Fig. 1: run 1, signal metal coverage by tile
Scale: 6 px per µm. 14 x 14 tiles, from dark blue (low) to red (high), scaled to the fullest tile. Values are wire area over tile area, all layers added.
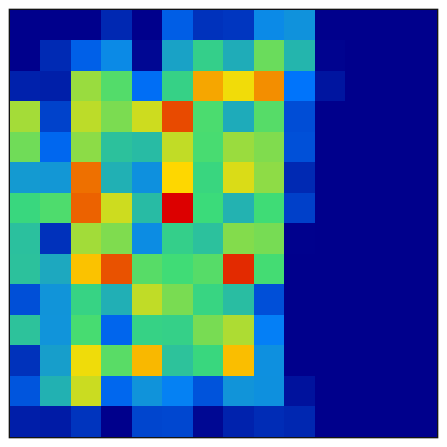
Fig. 2: run 1, sequential cells grouped by signal name
Scale: 8 px per µm.
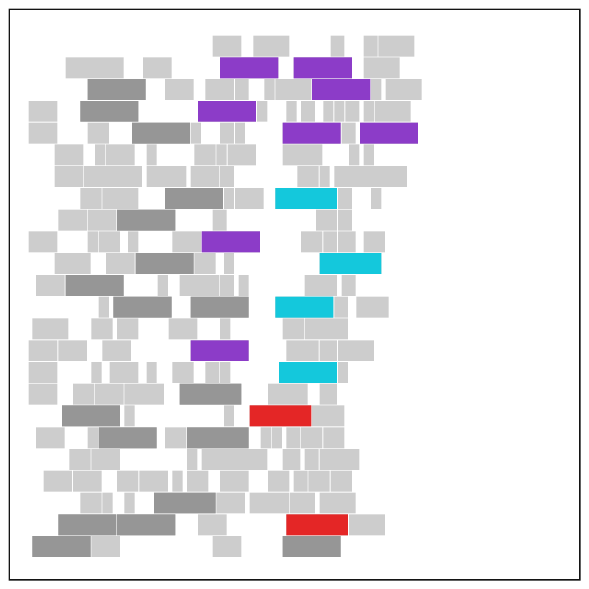
Fig. 3: run 1, cell outlines without signal wires
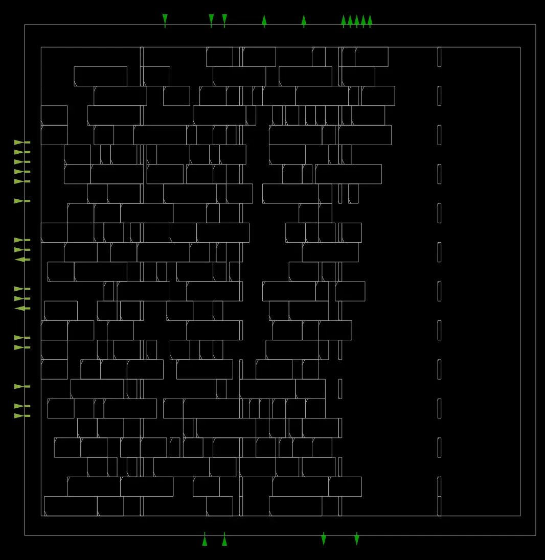
**src/rtl/serial_adder.sv**
```systemverilog
// Bit-serial WIDTH-bit adder: one full-adder slice plus a carry register, LSB first, start/busy/done handshake.
// Optional OVERFLOW_EN macro adds a registered signed-overflow flag (ovf) held with sum/cout.
module serial_adder #(
  parameter int WIDTH = 8
) (
  input  logic             clk,
  input  logic             rst,
  input  logic             start,
  input  logic [WIDTH-1:0] a,
  input  logic [WIDTH-1:0] b,
  input  logic             cin,
  output logic             busy,
  output logic             done,
  output logic [WIDTH-1:0] sum,
  output logic             cout
`ifdef OVERFLOW_EN
  ,
  output logic             ovf
`endif
);

  localparam int CW = $clog2(WIDTH + 1);
  localparam logic [CW-1:0] LAST = CW'(WIDTH - 1);

  typedef enum logic [1:0] {
    S_IDLE,
    S_RUN,
    S_DONE
  } state_t;

  state_t         state, state_nxt;
  logic [WIDTH-1:0] op_a, op_b;
  logic             carry;
  logic [CW-1:0]    count;

  logic load;
  logic run;
  logic last_bit;
  logic slice_sum;
  logic slice_cout;

  // A start is only honoured when no add is in flight.
  assign load     = start && (state != S_RUN);
  assign run      = (state == S_RUN);
  assign last_bit = run && (count == LAST);

  // Single full-adder slice operating on the current LSBs.
  always_comb begin
    slice_sum  = op_a[0] ^ op_b[0] ^ carry;
    slice_cout = (op_a[0] & op_b[0]) | (op_a[0] & carry) | (op_b[0] & carry);
  end

  // NOTE: sequential state uses non-blocking assignments so every register samples pre-edge values.
  always_ff @(posedge clk) begin
    if (rst) state <= S_IDLE;
    else     state <= state_nxt;
  end

  always_comb begin
    state_nxt = state;
    case (state)
      S_IDLE:  if (start) state_nxt = S_RUN;
      S_RUN:   if (count == LAST) state_nxt = S_DONE;
      S_DONE:  state_nxt = start ? S_RUN : S_IDLE;
      default: state_nxt = S_IDLE;
    endcase
  end

  assign busy = (state == S_RUN);
  assign done = (state == S_DONE);

  // NOTE: every datapath register is reset, including the operand shifters, so the block starts fully defined.
  always_ff @(posedge clk) begin
    if (rst) begin
      op_a  <= '0;
      op_b  <= '0;
      carry <= 1'b0;
      count <= '0;
      sum   <= '0;
      cout  <= 1'b0;
`ifdef OVERFLOW_EN
      ovf   <= 1'b0;
`endif
    end else if (load) begin
      op_a  <= a;
      op_b  <= b;
      carry <= cin;
      count <= '0;
`ifdef OVERFLOW_EN
      ovf   <= 1'b0;
`endif
    end else if (run) begin
      sum   <= {slice_sum, sum[WIDTH-1:1]};
      op_a  <= op_a >> 1;
      op_b  <= op_b >> 1;
      carry <= slice_cout;
      count <= count + CW'(1);
      if (last_bit) begin
        cout <= slice_cout;
`ifdef OVERFLOW_EN
        // Carry into the MSB differs from carry out exactly on signed overflow.
        ovf  <= carry ^ slice_cout;
`endif
      end
    end
  end

endmodule

```
**config.mk**
```make
export PLATFORM = sky130hd
export DESIGN_NAME = serial_adder
export DESIGN_NICKNAME = d
export VERILOG_FILES = /design/src/rtl/serial_adder.sv
export SDC_FILE = /design/constraint.sdc
export NUM_CORES = 1
export LEC_CHECK = 0
export ABC_CLOCK_PERIOD_IN_PS = 1200
export CORE_MARGIN = 2
export CORE_UTILIZATION = 30
export CTS_CLUSTER_DIAMETER = 50
export CTS_CLUSTER_SIZE = 14
export DETAILED_ROUTE_END_ITERATION = 10
export HOLD_SLACK_MARGIN = 0.1
export REMOVE_ABC_BUFFERS = 1
export SKIP_CTS_REPAIR_TIMING = 1
export SLEW_MARGIN = 20
export SYNTH_ARGS = -nofsm -noshare
export SYNTH_HDL_FRONTEND = slang
export SYNTH_SLANG_ARGS = --single-unit
```
**constraint.sdc**
```tcl
create_clock -name clk -period 1.2 [get_ports clk]
set_input_delay 0.12 -clock clk [delete_from_list [all_inputs] [get_ports clk]]
set_output_delay 0.12 -clock clk [all_outputs]
set_load 0.02 [all_outputs]
```
==> summary.txt, run 1 <==
Setup slack, reg-to-reg = 0.06 ns
Dpl cell area = 1750 µm²
WS Path Type = reg -> out
Cell area after layout = 1920 µm²
Commonest cells after routing, fill and taps aside = dfxtp_1 (25), clkdlybuf4s50_1 (19), mux2i_1 (17), nand2_1 (17), nor2_1 (16)
Most used flip-flop cell = dfxtp_1
Mapped Area = 1350 µm²
Simple Share, Synth = 0.167
Register Area = 649 µm²
Crit start category = register
Crit path depth = 3
Cell type with the largest total area = dfxtp_1
Xor and xnor area share after synthesis = 0
Layout clock area frac = 0.0470
WHS Path Cells = 2
Slowest cell on crit path = dfxtp_2
Top cell excl fill/tap = dfxtp_1
DRC Markers = 0
# IOs = 31
Count leader, synth = dfxtp_1
Slowest stage delay, CP = 0.32 ns
CTS Buffer Depth = 2
Multi-input logic area = 669 µm²
Buf/Inv on CP = 2
YS chip area = 1350 µm²
Combinational share of cell area = 0.349
Met2 WL post-DR = 1.47 mm
Hold Crit Start = sum[4]$_SDFFE_PP0P_
Die Y = 71.1 µm
Setup Skew = 0.00469 ns
Cells in synth_stat.txt = 144
Post-synth cell types = 24
Port Buffers = 30
Worst Path Arrival = 1.04 ns
Max frequency = 0.866 GHz
Drt first pass iters = 4
Area of the core = 4350 µm²
Status = finished clean
CLK BUF = 8
Number of fill cells = 400
Total Nets Final = 202
CP Max Fanout = 3
RR Startpoint = op_a[0]$_SDFFE_PP0P_
Worst Hold Endpoint = sum[3]$_SDFFE_PP0P_
Non-Clock Inverter Count = 2
WHS = 0.466 ns
Antenna Cells = 0
R2r worst-path depth = 4
Crit path DRT = 1.08 ns
CTS tree = done
Critical Path, Cell by Cell = nand2b_4 -> inv_1 -> clkbuf_2
Mapped Avg Cell Area = 9.39 µm²
Die Footprint = 5060 µm²
Fp_density = 0.311
Met3 routed WL = 112 µm
Commonest cells in the netlist = dfxtp_1 (32), mux2i_1 (17), nand2_1 (17), nor2_1 (16), a211oi_1 (15)
Max Used Layer = met4
## Picture notes: Fig. 1
mean over tiles: 0.089
tiles over half the peak: 25%
nearly empty tiles: 35%
emptiest ninth of the die: south-east
fullest tile: 0.32
Vias: 1117
Routed WL: 2.89 mm
Routed wire per std cell: 12.4 µm
GRT Total Usage: 0.120

## Picture notes: Fig. 2
| signal | colour | sequential cells |
|---|---|---|
| `sum` | purple | 8 |
| `count` | cyan | 4 |
| `state` | red | 2 |
not coloured: 18

## Picture notes: Fig. 3
Final Util: 0.440
FP Rows: 24
Final Non-Filler Cells: 233
Seq cells: 32

-- run 1: worst register-to-register path: stages (launching register included) --
cell and delay, ns:
dfxtp_2 0.34, fa_2 0.21, inv_1 0.04, or3_1 0.38, a21oi_2 0.11
-- run 1: report_power, final --
part           total, mW  internal, mW  switching [mW]
sequential          1.17          1.13          0.0415
clock              0.830         0.467           0.363
combinational      0.356         0.191           0.165
-- run 1: stage by stage --
| step | TNS (ns) | setup slack, ns |
|---|---|---|
| after floorplan | -1.46 | -0.216 |
| after global placement | -0.517 | -0.0869 |
| after detailed placement | -0.865 | -0.121 |
| after CTS | -2.26 | -0.383 |
| after global routing | -0.0243 | -0.0163 |
| final | 0 | 0.0450 |
## Run 2: what changed since run 1
--- a/config.mk
+++ b/config.mk
@@ -14,7 +14,6 @@
 export HOLD_SLACK_MARGIN = 0.1
 export REMOVE_ABC_BUFFERS = 1
 export SKIP_CTS_REPAIR_TIMING = 1
-export SLEW_MARGIN = 20
 export SYNTH_ARGS = -nofsm -noshare
 export SYNTH_HDL_FRONTEND = slang
 export SYNTH_SLANG_ARGS = --single-unit
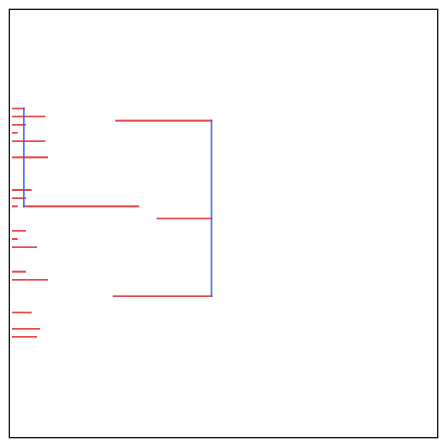
Fig. 4. Signal wires by layer (run 2).
Scale: 6 px per µm. Only two layers are drawn.
| layer | colour | wire length |
|---|---|---|
| M4 | blue | 45.6 µm |
| M3 | red | 113 µm |

==> run 2 against run 1 <==
Setup slack stayed put. Area after synthesis stayed put. Combinational power hardly changed.
==> summary.txt, run 2 <==
Status = finished clean
Mapped Area = 1350 µm²
Number of fill cells = 400
Measured slew at the worst slew-check pin = 0.232 ns
Setup Skew = 0.00469 ns
Die Y = 71.1 µm
Commonest cells in the netlist = dfxtp_1 (32), mux2i_1 (17), nand2_1 (17), nor2_1 (16), a211oi_1 (15)
Register Area = 649 µm²
Simple Share, Synth = 0.167
Multi-input logic area = 669 µm²
Crit start category = register
Drt first pass iters = 4
Clock Power = 830 µW
WS Path Type = reg -> out
CTS tree = done
P_int = 1.79 mW
Layout clock area frac = 0.0470
Die Footprint = 5060 µm²
Cell type with the largest total area = dfxtp_1
Crit path depth = 3
Area of the core = 4350 µm²
Count leader, synth = dfxtp_1
Final Non-Filler Cells = 233
Worst Path Arrival = 1.04 ns
Antenna Cells = 0
Sequential share of power = 0.497
Setup slack, reg-to-reg = 0.06 ns
Top pwr grp = sequential cells
Mapped Avg Cell Area = 9.39 µm²
Max frequency = 0.866 GHz
# IOs = 31
Most used flip-flop cell = dfxtp_1
Commonest cells after routing, fill and taps aside = dfxtp_1 (25), clkdlybuf4s50_1 (19), mux2i_1 (17), nand2_1 (17), nor2_1 (16)
Met2 WL post-DR = 1.47 mm
Crit path DRT = 1.08 ns
PnR worst setup slack = 0.0450 ns
Xor and xnor area share after synthesis = 0
GRT Total Usage = 0.120
Dpl cell area = 1750 µm²
WHS = 0.466 ns
Met3 routed WL = 112 µm
Vias = 1117
Port Buffers = 30
Routed wire per std cell = 12.4 µm
R2r worst-path depth = 4
Seq cells = 32
Non-Clock Inverter Count = 2
RR Startpoint = op_a[0]$_SDFFE_PP0P_
Buf/Inv on CP = 2
FP Rows = 24
TNS Setup = 0 ns
Max Used Layer = met4
Cells in synth_stat.txt = 144
Slowest stage delay, CP = 0.32 ns
Total Nets Final = 202
Switching Fraction = 0.242
Combinational share of cell area = 0.349
Fp_density = 0.311
Cell area after layout = 1920 µm²
CLK BUF = 8
CTS Buffer Depth = 2
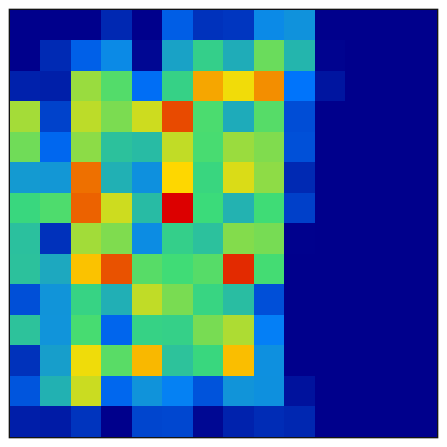
Fig. 5. Signal metal coverage by tile (run 2).
Scale: 6 px per µm. 14 x 14 tiles, from dark blue (low) to red (high), scaled to the fullest tile. Values are wire area over tile area, all layers added.
fullest tile: 0.32
nearly empty tiles: 35%
tiles over half the peak: 25%
mean over tiles: 0.089
emptiest ninth of the die: south-east

run 2: how the worst min path moves through the flow:
stage               cells after the start  slack (ns)           startpoint                     to
detailed placement                      2        0.46  sum[4]$_SDFFE_PP0P_    sum[3]$_SDFFE_PP0P_
global route                            2        0.49  sum[5]$_SDFFE_PP0P_    sum[4]$_SDFFE_PP0P_
CTS                                     2        0.47  sum[4]$_SDFFE_PP0P_    sum[3]$_SDFFE_PP0P_
global placement                        2        0.44  sum[0]$_SDFFE_PP0P_    sum[0]$_SDFFE_PP0P_
floorplan                               1        0.18                  rst  count[2]$_SDFFE_PP0N_
finish                                  2        0.47  sum[4]$_SDFFE_PP0P_    sum[3]$_SDFFE_PP0P_
## Run 3: what changed since run 2
--- a/config.mk
+++ b/config.mk
@@ -5,7 +5,6 @@
 export SDC_FILE = /design/constraint.sdc
 export NUM_CORES = 1
 export LEC_CHECK = 0
-export ABC_CLOCK_PERIOD_IN_PS = 1200
 export CORE_MARGIN = 2
 export CORE_UTILIZATION = 30
 export CTS_CLUSTER_DIAMETER = 50
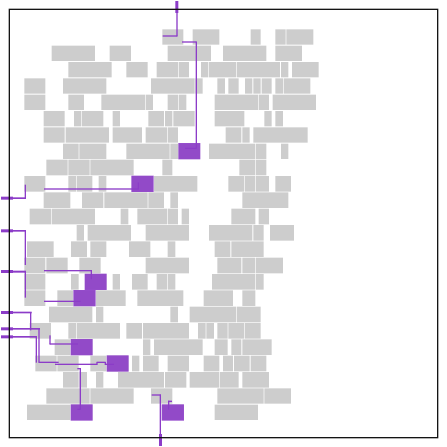
Fig. 6. Port wiring (run 3).
Scale: 6 px per µm.
| port | colour | bits | direction | edge | end cells | buffers | wire |
|---|---|---|---|---|---|---|---|
| `a` | purple | 8 | input | 6 west, 1 south, 1 north | 8 | 8 | 139 µm |
# IOs: 31
Port Buffers: 30

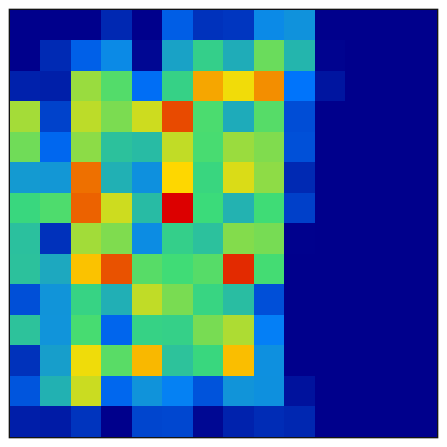
Fig. 7. Signal metal coverage by tile (run 3).
Scale: 6 px per µm. 14 x 14 tiles, from dark blue (low) to red (high), scaled to the fullest tile. Values are wire area over tile area, all layers added.
mean over tiles: 0.089
fullest tile: 0.32
nearly empty tiles: 35%
tiles over half the peak: 25%

==> run 3 against run 2 <==
Clock skew is the same. Combinational power about the same. Worst hold slack is the same. Critical path type unchanged. Largest power group unchanged. Register-to-register slack about the same. Non-clock buffer count is the same. Critical path depth stayed put.
==> summary.txt, run 3 <==
Measured slew at the worst slew-check pin = 0.232 ns
Drt first pass iters = 4
Sequential share of power = 0.497
Max frequency = 0.866 GHz
Switching Fraction = 0.242
Fp_density = 0.311
Post-synth cell types = 24
Chip width = 71.1 µm
Die Y = 71.1 µm
Cells in synth_stat.txt = 144
Dpl cell area = 1750 µm²
Slew margin rel. = 0.845
YS chip area = 1350 µm²
Endpoints failing setup = 0
Largest net degree at the start of global routing = 33
Simple Share, Synth = 0.167
# clock sinks = 32
Clock Power = 830 µW
Cell type with the largest total area = dfxtp_1
P_int = 1.79 mW
Mapped Area = 1350 µm²
Area of the core = 4350 µm²
Top pwr grp = sequential cells
CP Max Fanout = 3
Count leader, synth = dfxtp_1
Crit. End Element = primary output
Xor and xnor area share after synthesis = 0
Gp weighted congestion = 0.774
FP Rows = 24
Routed WL = 2.89 mm
Setup slack, reg-to-reg = 0.06 ns
Crit start category = register
CTS tree = done
Multi-input logic area = 669 µm²
HPWL Detailed = 2.02 mm
Setup Skew = 0.00469 ns
Post-place setup slack = -0.121 ns
Routed wire per std cell = 12.4 µm
TNS Setup = 0 ns
Vias = 1117
Total Nets Final = 202
Most used flip-flop cell = dfxtp_1
Largest regs = op_a (8), op_b (8), sum (8)
Mapped Avg Cell Area = 9.39 µm²
Worst Hold Endpoint = sum[3]$_SDFFE_PP0P_
Combinational cell power = 356 µW
Net Sw Power = 570 µW
Commonest cells after routing, fill and taps aside = dfxtp_1 (25), clkdlybuf4s50_1 (19), mux2i_1 (17), nand2_1 (17), nor2_1 (16)
WHS = 0.466 ns
Final Util = 0.440
Antenna Cells = 0
Register Area = 649 µm²
Final Non-Filler Cells = 233
Die Footprint = 5060 µm²
R2r worst-path depth = 4
Clock share of power = 0.352
Commonest cells in the netlist = dfxtp_1 (32), mux2i_1 (17), nand2_1 (17), nor2_1 (16), a211oi_1 (15)
Overflow after GRT = 0
Aoi share = 0.149
Crit path DRT = 1.08 ns
Number of enable flip-flop cells = 0
Cell area after layout = 1920 µm²
Status = finished clean
GRT Total Usage = 0.120
WHS Path Cells = 2
Comb power frac = 0.151
RR Startpoint = op_a[0]$_SDFFE_PP0P_
P_seq = 1.17 mW
PnR worst setup slack = 0.0450 ns
Slew Viols, Final = 0
Number of fill cells = 400
CTS Buffer Depth = 2
WS Path Type = reg -> out
Hold Crit Start = sum[4]$_SDFFE_PP0P_
Synth mux share = 0.137
PwrDens = 1230 nW/µm²
Worst Path Arrival = 1.04 ns
Top cell excl fill/tap = dfxtp_1
H-tree levels = 2
DRC Markers = 0
Worst hold path class = reg -> reg
run 3: cell counts after synthesis:
Identical to the previous run, type by type.
run 3: cell type report:
cell class	count	share of cell area
multi-input cells	99	0.349
flip-flops and latches	32	0.339
repair buffers	40	0.227
clock buffers	8	0.0470
well taps	52	0.0339
inverters	2	0.00392
run 3: per-layer routing:
| metal | GRT usage | up-vias | part of all wire |
|---|---|---|---|
| li1 | - | 576 | - |
| met1 | 0.133 | 514 | 0.44 |
| met2 | 0.220 | 22 | 0.51 |
| met3 | 0.0342 | 5 | 0.039 |
| met4 | 0.0377 | 0 | 0.016 |
| met5 | 0 | - | 0 |
run 3: critical path: stages, from the launching register on:
cell and delay (ns):
dfxtp_2 0.32, nand2b_4 0.14, inv_1 0.11, clkbuf_2 0.19
Power is estimated from default activity; no workload was simulated.
